File: src/rtl/dynamic_bus_sequencer_pkg.sv
// Shared definitions for the dynamic bus sequencer: phase encoding, counter widths
// and the saturating increment used by the completed-cycle counter.
package dynamic_bus_sequencer_pkg;

    localparam int PRE_CNT_W   = 4;
    localparam int DECAY_CNT_W = 8;
    localparam int CYCLE_CNT_W = 16;

    typedef enum logic [1:0] {
        ST_IDLE      = 2'd0,
        ST_PRECHARGE = 2'd1,
        ST_DISCHARGE = 2'd2,
        ST_SAMPLE    = 2'd3
    } bus_state_e;

    function automatic logic [CYCLE_CNT_W-1:0] sat_inc(input logic [CYCLE_CNT_W-1:0] value);
        return (value == {CYCLE_CNT_W{1'b1}}) ? value : value + CYCLE_CNT_W'(1);
    endfunction

endpackage

File: src/rtl/dynamic_bus_sequencer_wired_and.sv
// Wired-AND merge of the pull-down sources: a line reads low if any enabled
// source pulls it; also flags when more than one source is enabled.
module wired_and_resolver #(
    parameter int WIDTH = 8,
    parameter int NSRC  = 4
) (
    input  logic [NSRC-1:0]       pd_en_i,
    input  logic [NSRC*WIDTH-1:0] pd_mask_i,
    output logic [WIDTH-1:0]      bus_value_o,
    output logic                  multi_driver_o
);

    logic [WIDTH-1:0] gated_mask [NSRC];
    logic [WIDTH-1:0] pulled;
    logic             seen_any;
    logic             seen_multi;

    genvar gi;
    generate
        for (gi = 0; gi < NSRC; gi++) begin : g_src
            assign gated_mask[gi] = pd_en_i[gi] ? pd_mask_i[gi*WIDTH +: WIDTH] : '0;
        end
    endgenerate

    always_comb begin
        pulled     = '0;
        seen_any   = 1'b0;
        seen_multi = 1'b0;
        for (int i = 0; i < NSRC; i++) begin
            pulled = pulled | gated_mask[i];
            if (pd_en_i[i]) begin
                seen_multi = seen_multi | seen_any;
                seen_any   = 1'b1;
            end
        end
    end

    assign bus_value_o    = ~pulled;
    assign multi_driver_o = seen_multi;

endmodule

File: src/rtl/dynamic_bus_sequencer.sv
// Precharge/discharge bus cycle sequencer with stall-driven charge decay,
// registered sample results and a saturating completed-cycle counter.
module dynamic_bus_sequencer
    import dynamic_bus_sequencer_pkg::*;
#(
    parameter int WIDTH        = 8,
    parameter int NSRC         = 4,
    parameter int PRE_CYCLES   = 1,
    parameter int DECAY_CYCLES = 8
) (
    input  logic                   clk,
    input  logic                   reset,
    input  logic                   run,
    input  logic                   stall,
    input  logic [NSRC-1:0]        pd_en,
    input  logic [NSRC*WIDTH-1:0]  pd_mask,
    output logic [WIDTH-1:0]       bus,
    output logic [1:0]             phase,
    output logic [WIDTH-1:0]       data_out,
    output logic                   valid,
    output logic                   contention,
    output logic                   decayed,
    output logic [CYCLE_CNT_W-1:0] cycle_count
);

    localparam logic [PRE_CNT_W-1:0]   PRE_LAST   = PRE_CNT_W'(PRE_CYCLES - 1);
    localparam logic [DECAY_CNT_W-1:0] DECAY_LAST = DECAY_CNT_W'(DECAY_CYCLES - 1);

    bus_state_e             state_q, state_d;
    logic [PRE_CNT_W-1:0]   pre_cnt_q, pre_cnt_d;
    logic [DECAY_CNT_W-1:0] decay_cnt_q, decay_cnt_d;
    logic                   decay_hit_q, decay_hit_d;
    logic [WIDTH-1:0]       data_out_q, data_out_d;
    logic                   valid_q, valid_d;
    logic                   contention_q, contention_d;
    logic                   decayed_q, decayed_d;
    logic [CYCLE_CNT_W-1:0] cycle_count_q, cycle_count_d;

    logic [WIDTH-1:0]       resolved;
    logic                   multi_driver;

    wired_and_resolver #(
        .WIDTH (WIDTH),
        .NSRC  (NSRC)
    ) u_resolver (
        .pd_en_i        (pd_en),
        .pd_mask_i      (pd_mask),
        .bus_value_o    (resolved),
        .multi_driver_o (multi_driver)
    );

    always_comb begin
        state_d       = state_q;
        pre_cnt_d     = pre_cnt_q;
        decay_cnt_d   = decay_cnt_q;
        decay_hit_d   = decay_hit_q;
        data_out_d    = data_out_q;
        valid_d       = 1'b0;
        contention_d  = contention_q;
        decayed_d     = decayed_q;
        cycle_count_d = cycle_count_q;
        bus           = '1;

        case (state_q)
            ST_IDLE: begin
                if (run) begin
                    state_d   = ST_PRECHARGE;
                    pre_cnt_d = '0;
                end
            end
            ST_PRECHARGE: begin
                if (pre_cnt_q == PRE_LAST) begin
                    state_d     = ST_DISCHARGE;
                    pre_cnt_d   = '0;
                    decay_cnt_d = '0;
                    decay_hit_d = 1'b0;
                end else begin
                    pre_cnt_d = pre_cnt_q + PRE_CNT_W'(1);
                end
            end
            ST_DISCHARGE: begin
                bus = resolved;
                if (stall) begin
                    decay_cnt_d = decay_cnt_q + DECAY_CNT_W'(1);
                    // The stalled clock that reaches the limit forces the sample
                    if (decay_cnt_q == DECAY_LAST) begin
                        state_d     = ST_SAMPLE;
                        decay_hit_d = 1'b1;
                    end
                end else begin
                    state_d = ST_SAMPLE;
                end
            end
            ST_SAMPLE: begin
                // A decayed cycle has lost its stored charge, so every line reads low
                bus           = decay_hit_q ? '0 : resolved;
                data_out_d    = decay_hit_q ? '0 : resolved;
                valid_d       = 1'b1;
                contention_d  = multi_driver;
                decayed_d     = decay_hit_q;
                cycle_count_d = sat_inc(cycle_count_q);
                pre_cnt_d     = '0;
                state_d       = run ? ST_PRECHARGE : ST_IDLE;
            end
            default: begin
                state_d = ST_IDLE;
            end
        endcase
    end

    always_ff @(posedge clk) begin
        if (reset) begin
            state_q       <= ST_IDLE;
            pre_cnt_q     <= '0;
            decay_cnt_q   <= '0;
            decay_hit_q   <= 1'b0;
            data_out_q    <= '1;
            valid_q       <= 1'b0;
            contention_q  <= 1'b0;
            decayed_q     <= 1'b0;
            cycle_count_q <= '0;
        end else begin
            state_q       <= state_d;
            pre_cnt_q     <= pre_cnt_d;
            decay_cnt_q   <= decay_cnt_d;
            decay_hit_q   <= decay_hit_d;
            data_out_q    <= data_out_d;
            valid_q       <= valid_d;
            contention_q  <= contention_d;
            decayed_q     <= decayed_d;
            cycle_count_q <= cycle_count_d;
        end
    end

    assign phase       = state_q;
    assign data_out    = data_out_q;
    assign valid       = valid_q;
    assign contention  = contention_q;
    assign decayed     = decayed_q;
    assign cycle_count = cycle_count_q;

endmodule

File: config.mk
export PLATFORM = sky130hd
export DESIGN_NAME = dynamic_bus_sequencer
export DESIGN_NICKNAME = d
export VERILOG_FILES = /design/src/rtl/dynamic_bus_sequencer_pkg.sv /design/src/rtl/dynamic_bus_sequencer_wired_and.sv /design/src/rtl/dynamic_bus_sequencer.sv
export SDC_FILE = /design/constraint.sdc
export NUM_CORES = 1
export LEC_CHECK = 0
export ABC_CLOCK_PERIOD_IN_PS = 3000
export CORE_MARGIN = 1
export CORE_UTILIZATION = 50
export DETAILED_ROUTE_END_ITERATION = 16
export PLACE_DENSITY = 0.9
export SYNTH_ARGS = -nofsm -noshare
export SYNTH_HDL_FRONTEND = slang
export SYNTH_SLANG_ARGS = --single-unit
File: constraint.sdc
create_clock -name clk -period 3 [get_ports clk]
set_input_delay 0.6 -clock clk [delete_from_list [all_inputs] [get_ports clk]]
set_output_delay 0.6 -clock clk [all_outputs]
set_load 0.005 [all_outputs]
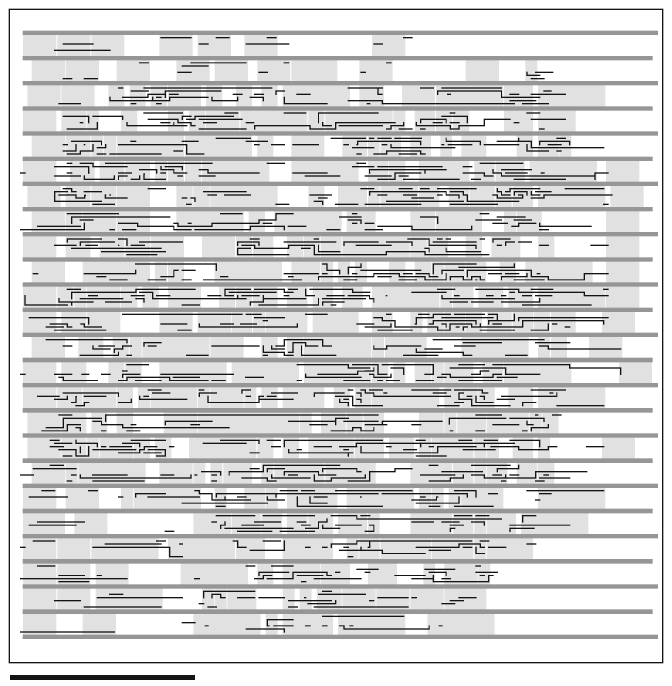
run_1/met1.png
Scale bar: 20 µm. Supply wires on this layer in grey. Cells faint in the background.
wire length on this layer: 2490 µm
nets with wire on the layer: 337
main direction: horizontal
share of all routed wire: 41%

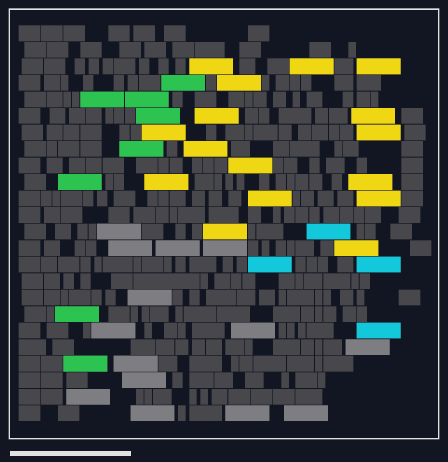
run_1/registers.png
Scale bar: 20 µm. Other sequential cells in the stronger grey, the rest of the logic in the fainter grey.
| colour | signal | sequential cells |
|---|---|---|
| cyan | pre_cnt_q | 4 |
| yellow | cycle_count | 16 |
| green | data_out | 8 |
Final Core Density: 73.1%
P_seq: 0.637 mW
sequential standard cell area: 841 µm²
Seq area share: 25.9%

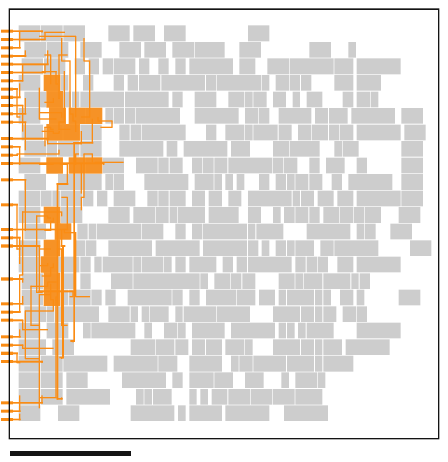
run_1/port_nets.png
Scale bar: 20 µm.
| colour | port | direction | end cells | buffers | wire |
|---|---|---|---|---|---|
| orange | pd_mask | input | 16 | 32 | 602 µm |

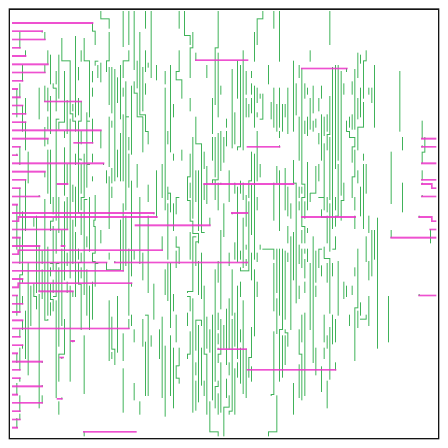
run_1/metal_stack.png
Two of the layers only.
| colour | layer | wire length |
|---|---|---|
| green | met2 | 2980 µm |
| magenta | met3 | 443 µm |

==> flow_summary.json <==
{
  "outcome": "complete, but fails checks",
  "violations": "DRC",
  "crit_path_frequent_cell": "clkdlybuf4s50_1",
  "power_density_mw_per_mm2": 533,
  "final_nets": 406,
  "rsz0062_at_grt": "false",
  "rows": 24,
  "setup_viol": 0,
  "drc": 4,
  "dieWidth_um": 70.5,
  "grt_usage_pct": 25.5,
  "yosysTopAreaCell": "dfxtp_1",
  "path_class": "input port to output port",
  "crit_chain": "clkdlybuf4s50_1, a22oi_1, nand2_1, o21ai_0, clkdlybuf4s50_1",
  "chipArea_mm2": 0.00497,
  "grt_pass1_wl_mm": 10.0,
  "hpwlAfterDp_mm": 4.45,
  "synth.distinct_cells": 50,
  "first_pass_iters": 10,
  "wire_per_inst_um": 14.9,
  "grt_pass1_vias": 2268,
  "vdd_drop_max_v": 0.000349,
  "p_int_mw": 1.16,
  "leakage_nw": 1.11,
  "switching_share_pct": 33.2,
  "ant_nets": 0,
  "cts_root_buf": "clkbuf_8",
  "slew_headroom_pct": 58.9,
  "min_from": "data_out[7]",
  "fp-utilization_pct": 52.8,
  "clk_path_buf_depth": 2,
  "warnings": 32,
  "period_used_pct": 95.3,
  "crit_fanout": 10,
  "cts.reportedPaths.clkPinSlew_ns": 0.09,
  "fin_skew_ns": 0.00950,
  "io_buffers": 76,
  "syn_inst": 286,
  "antenna_found_initial": 0,
  "mi_logic_area_mm2": 0.00139,
  "max_freq_mhz": 350,
  "async_flop_share_pct": 0,
  "yosysWarningCount": 0,
  "synth_nets": 336,
  "die-height_um": 70.5,
  "synth_dominant_cell_count": "dfxtp_1",
  "insertion_delay_ns": 0.31,
  "min_path_type": "register to register",
  "yosys_register_bits": 42,
  "tns_ns": 0,
  "htreeDepth": 2,
  "finalHoldViolCount": 0,
  "post_cts_buffers": 0,
  "crit_slowest_cell": "clkdlybuf4s50_1",
  "ys_cells": 286,
  "mostFrequentLayoutCells": "75 x clkdlybuf4s50_1, 42 x dfxtp_1, 26 x a21oi_1, 24 x nand2_1, 22 x o21ai_0",
  "slew_violations": 0,
  "routed-via-count": 2425,
  "grt_max_degree": 35,
  "grt.overflow.total": 0,
  "yosys.area.top_type_share_pct": 35.9,
  "syn_to_final_growth_pct": 38.5,
  "fin_cells": 409,
  "io_pins": 77,
  "crit_required_ns": 2.40,
  "flop_cell": "dfxtp_1",
  "power_frac_seq_pct": 36.8,
  "cts_tree": "yes",
  "dp.cells": 401,
  "power_frac_clock_pct": 26.6,
  "critPathLaunch": "pd_en[3]",
  "arrival_ns": 2.26,
  "core_area_mm2": 0.00444,
  "drt_iter0_drc": 189,
  "switching_power_mw": 0.575,
  "worstMarginPinSlew_ns": 0.610,
  "gp_congestion": 0.890,
  "synth.top_cells.by_count": "42 x dfxtp_1, 26 x a21oi_1, 24 x nand2_1, 22 x o21ai_0, 21 x nor2_1",
  "syn-mean-instance-area_um2": 8.20,
  "pwr-share-comb_pct": 36.6,
  "endpoint_kind": "output port",
  "timing.rr.start": "phase[1]"
}
[run 1: metal layers]
metal / GRT usage [%] / routed length (µm)
met3: 8.23 / 442
met1: 29.7 / 2490
met2: 41.7 / 2980
met4: 13.2 / 171
met5: 0 / 0
[run 1: power groups by stage]
stage	clock network, mW	registers [mW]	logic [mW]
3_5_place_dp	0	0.651	0.624
6_report	0.461	0.637	0.634
4_1_cts	0.468	0.637	0.633
5_1_grt	0.490	0.644	0.698
3_3_place_gp	0	0.648	0.616
2_1_floorplan	0	0.644	0.348
[run 1: sequential cells by signal, summed over array words and instances (netlist names)]
signal and count:
cycle_count 16, data_out 8, decay_cnt_q 8, pre_cnt_q 4
phase 2, contention 1, decay_hit_q 1, decayed 1
valid 1
[run 1: timing repair]
item                       4_1_cts  5_1_grt
gates resized                    1        2
pin swaps                        0        0
setup endpoints to repair        2        7
hold endpoints to repair         0        0
gates cloned                     0        0
[run 1: cell type report]
cell class / instances / share of cell area [%]
sequential: 42 / 25.9
timing repair buffer: 79 / 24.2
tap: 52 / 2.00
clock buffer: 5 / 2.12
clock inverter: 3 / 1.39
multi-input combinational: 215 / 42.9
inverter: 13 / 1.50
[run 1: worst max-delay path, delay by kind of cell]
family                 cells  cell delay (ns)
AND-OR/OR-AND              2             0.44
AND/OR/NAND/NOR            1             0.09
buffers and inverters      2             1.14
[run 1: per-stage QoR]
stage / power (mW) / hold WS (ns) / util, % / setup WS, ns / area, µm²
after global placement: 1.26 / 0.449 / 70.3 / 0.149 / 3130
after CTS: 1.74 / 0.480 / 72.9 / 0.0667 / 3240
after floorplan: 0.993 / 0.453 / - / 1.04 / 2340
after detailed placement: 1.27 / 0.465 / 70.3 / 0.118 / 3130
final: 1.73 / 0.483 / 73.1 / 0.140 / 3250
after global routing: 1.83 / 0.522 / 73.1 / 0.0131 / 3250
[run 1: path summary, 6_finish.rpt]
| kind | end | depth (start not counted) | slack (ns) |
|---|---|---|---|
| setup reg to reg | decay_cnt_q[7] | 6 | 0.66 |
| setup / recovery | bus[1] | 5 | 0.14 |
| hold reg to reg | data_out[7] | 2 | 0.48 |
| hold / removal | data_out[7] | 2 | 0.48 |
[run 1: cells by family (layout without fill, tap and decap cells)]
logic type / after synthesis / count (layout) / synth area share [%]
AND/OR/NAND/NOR: 102 / 102 / 23.3
buffers and inverters: 29 / 100 / 4.96
XOR/XNOR: 6 / 6 / 2.24
adder cells (fa/ha/maj): 11 / 11 / 5.76
multiplexers: 6 / 6 / 2.88
flip-flops: 42 / 42 / 35.9
AND-OR/OR-AND: 90 / 90 / 25.0
Power is estimated from default activity; no workload was simulated.
